===== src/rtl/mem.sv =====
// -----------------------------------------------------------------------------
// mem : memory-access stage between ex and the register file.
//
// Captures the ex result on accept (valid_i && ready_o). Non-memory
// instructions are written back on the next cycle without leaving IDLE.
// Memory instructions move to BUSY, drive one word access on the data bus
// and hold every bus output stable until bus_ack_i. Loads write the
// acknowledged read data back on the cycle after the ack.
//
// Optional feature macro: MEM_MISALIGN_CHECK_EN
//   defined   : a misaligned memory access is rejected with a one-cycle
//               err_o pulse, with no bus request and no writeback.
//   undefined : err_o is absent and the address is silently aligned.
//
// Ports
//   clk, rst_n                   clock, synchronous active-low reset
//   valid_i / ready_o            upstream handshake (ready only in IDLE)
//   mem_ena_i, mem_rw_i          memory access enable, direction (1 = write)
//   mem_addr_i, mem_data_i       byte address, store data
//   gprs_waddr_i, gprs_wdata_i   destination register, ALU/link result
//   bus_req_o, bus_we_o          data bus request, write enable
//   bus_addr_o, bus_wdata_o      word-aligned address, store data
//   bus_rdata_i, bus_ack_i       load data, access complete
//   gprs_we_o/waddr_o/wdata_o    register-file write port (one-cycle strobe)
//   err_o                        misaligned-access pulse (macro only)
// -----------------------------------------------------------------------------
module mem #(
  parameter int ADDR_ALIGN_BITS = 2
) (
  input  logic        clk,
  input  logic        rst_n,
  input  logic        valid_i,
  output logic        ready_o,
  input  logic        mem_ena_i,
  input  logic        mem_rw_i,
  input  logic [31:0] mem_addr_i,
  input  logic [31:0] mem_data_i,
  input  logic [4:0]  gprs_waddr_i,
  input  logic [31:0] gprs_wdata_i,
  output logic        bus_req_o,
  output logic        bus_we_o,
  output logic [31:0] bus_addr_o,
  output logic [31:0] bus_wdata_o,
  input  logic [31:0] bus_rdata_i,
  input  logic        bus_ack_i,
  output logic        gprs_we_o,
  output logic [4:0]  gprs_waddr_o,
  output logic [31:0] gprs_wdata_o
`ifdef MEM_MISALIGN_CHECK_EN
  ,
  output logic        err_o
`endif
);

  localparam logic       MEM_READ   = 1'b0;
  localparam logic       MEM_WRITE  = 1'b1;
  localparam logic [4:0] REG_X0     = 5'd0;
  localparam logic [31:0] ALIGN_MASK = (32'd1 << ADDR_ALIGN_BITS) - 32'd1;

  typedef enum logic {IDLE, BUSY} state_t;

  state_t      state;
  logic        rw_reg;
  logic [31:0] addr_reg;
  logic [31:0] wdata_reg;
  logic [4:0]  dest_reg;
  logic        accept;

  assign ready_o     = (state == IDLE);
  assign bus_req_o   = (state == BUSY);
  assign accept      = valid_i && ready_o;
  // Latched values only change on accept, so the bus side is stable for the
  // whole BUSY period.
  assign bus_we_o    = (rw_reg == MEM_WRITE);
  assign bus_addr_o  = addr_reg & ~ALIGN_MASK;
  assign bus_wdata_o = wdata_reg;

`ifdef MEM_MISALIGN_CHECK_EN
  logic misaligned;
  assign misaligned = |(mem_addr_i & ALIGN_MASK);
`endif

  always_ff @(posedge clk) begin
    if (!rst_n) begin
      state        <= IDLE;
      rw_reg       <= MEM_READ;
      addr_reg     <= '0;
      wdata_reg    <= '0;
      dest_reg     <= REG_X0;
      gprs_we_o    <= 1'b0;
      gprs_waddr_o <= '0;
      gprs_wdata_o <= '0;
`ifdef MEM_MISALIGN_CHECK_EN
      err_o        <= 1'b0;
`endif
    end else begin
      // Strobes default low; they are single-cycle pulses.
      gprs_we_o <= 1'b0;
`ifdef MEM_MISALIGN_CHECK_EN
      err_o     <= 1'b0;
`endif
      case (state)
        IDLE: begin
          if (accept) begin
            if (!mem_ena_i) begin
              // Writes to x0 are dropped entirely so the write port keeps
              // its previous address/data while the strobe is low.
              if (gprs_waddr_i != REG_X0) begin
                gprs_we_o    <= 1'b1;
                gprs_waddr_o <= gprs_waddr_i;
                gprs_wdata_o <= gprs_wdata_i;
              end
            end
`ifdef MEM_MISALIGN_CHECK_EN
            else if (misaligned) begin
              err_o <= 1'b1;
            end
`endif
            else begin
              rw_reg    <= mem_rw_i;
              addr_reg  <= mem_addr_i;
              wdata_reg <= mem_data_i;
              dest_reg  <= gprs_waddr_i;
              state     <= BUSY;
            end
          end
        end
        BUSY: begin
          if (bus_ack_i) begin
            state <= IDLE;
            if (rw_reg == MEM_READ && dest_reg != REG_X0) begin
              gprs_we_o    <= 1'b1;
              gprs_waddr_o <= dest_reg;
              gprs_wdata_o <= bus_rdata_i;
            end
          end
        end
      endcase
    end
  end

endmodule


===== config.mk =====
export PLATFORM = sky130hd
export DESIGN_NAME = mem
export DESIGN_NICKNAME = d
export VERILOG_FILES = /design/src/rtl/mem.sv
export SDC_FILE = /design/constraint.sdc
export NUM_CORES = 1
export LEC_CHECK = 0
export ABC_AREA = 1
export CAP_MARGIN = 10
export CORE_ASPECT_RATIO = 1.5
export CORE_MARGIN = 2
export CORE_UTILIZATION = 35
export DETAILED_ROUTE_END_ITERATION = 12
export GPL_ROUTABILITY_DRIVEN = 0
export PLACE_DENSITY = 0.72
export SLEW_MARGIN = 20
export SYNTH_ARGS = -nofsm -noshare
export SYNTH_HDL_FRONTEND = slang
export SYNTH_SLANG_ARGS = --single-unit

===== constraint.sdc =====
create_clock -name clk -period 1.67 [get_ports clk]
set_clock_uncertainty 0.1 [all_clocks]
set_input_delay 0.334 -clock clk [delete_from_list [all_inputs] [get_ports clk]]
set_output_delay 0.334 -clock clk [all_outputs]
set_load 0.02 [all_outputs]

==> metrics.yaml <==
drv_cap: 0
path_cells: "inv_2 > dlygate4sd2_1"
ys_warn_count: 0
netlist_area_sq_mm: 0.004667
drt-initial-drc-count: 163
postSynthCellCount: 683
p_total_w: 0.006203
sh_seq_area: 0.2891
log.warning_count: 28
place.port_buffers: 239
endpoint: "ready_o"
place_ws_ps: -155.1
synth-async-reset-ratio: 0
min_period_ps: 1588
most-common-layout-cells: "nand2_1 (202), clkdlybuf4s50_1 (134), a21oi_1 (107), dfxtp_1 (107), dlygate4sd2_1 (103)"
status: "finished clean"
hold_depth: 3
drc: 0
hold_buffers: 0
nets: 1039
p_leak_nw: 3.532
numCtsBuffers: 9
dieHeight_um: 145.4
place_area_sq_mm: 0.007246
htreeDepth: 3
cp_top_family: "buffers and inverters"
nWellTaps: 159
critical_path_depth: 2
clockNetworkAreaShare: 0.03901
die_x_um: 98.29
syn2layout_area_growth_pct: 58.77
grt_pass1_vias: 4737
clkTransAtPathRegs_ps: 70
timing repair:
action | in CTS | in global routing
gates resized | 103 | 1
buffers inserted | 0 | 0
endpoints found under the setup margin | 103 | 5
cell families after synthesis:
group,share of synthesized area
and+or+nand+nor,0.3105
DFF,0.4590
AOI/OAI and AO/OA,0.1255
buffers and inverters,0.1043
other,0.0008035
routing by layer:
metal	track usage	wire length, um	vias to the layer above
met3	0.06676	1289	20
met1	0.2219	5788	2212
met2	0.3201	6639	192
li1	-	-	2609
met4	0.06027	283	0
met5	0	0	-
power by group:
part | leakage [nW] | total, W | internal [W] | switching, W
combinational | 2.52 | 0.00138 | 0.000660 | 0.000722
sequential | 0.877 | 0.00278 | 0.00271 | 0.0000715
clock | 0.134 | 0.00204 | 0.00104 | 0.000992
total | 3.53 | 0.00620 | 0.00442 | 0.00179
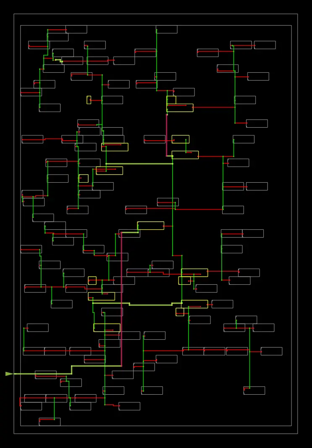
final_clocks.png
final sequential cell count: 107
clock buffers: 10

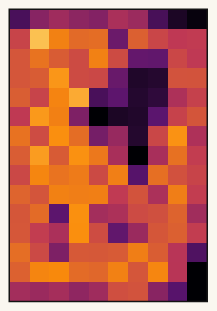
density.png
(2 px per um) 10 x 15 tiles, from black (low) to pale yellow (high), 0 to 100% covered.
- densest ninth of the die: left middle
- mean over tiles: 50%
- fullest tile: 87%
- tiles over 75% full: 6.7%
- emptiest ninth of the die: top right
core area: 0.01302 sq mm
starting density of the core: 0.3585
Post-Route Utilization: 0.5692

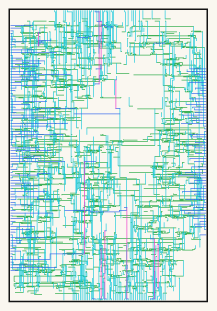
metal_stack.png
(2 px per um)
- met3: blue (wire length 1290 um)
- met2: cyan (wire length 6640 um)
- met4: magenta (wire length 284 um)
- met1: green (wire length 5790 um)
via count: 5033
wire per inst: 13.16 um

No activity file was given, so power comes from the tool's default toggle rates.
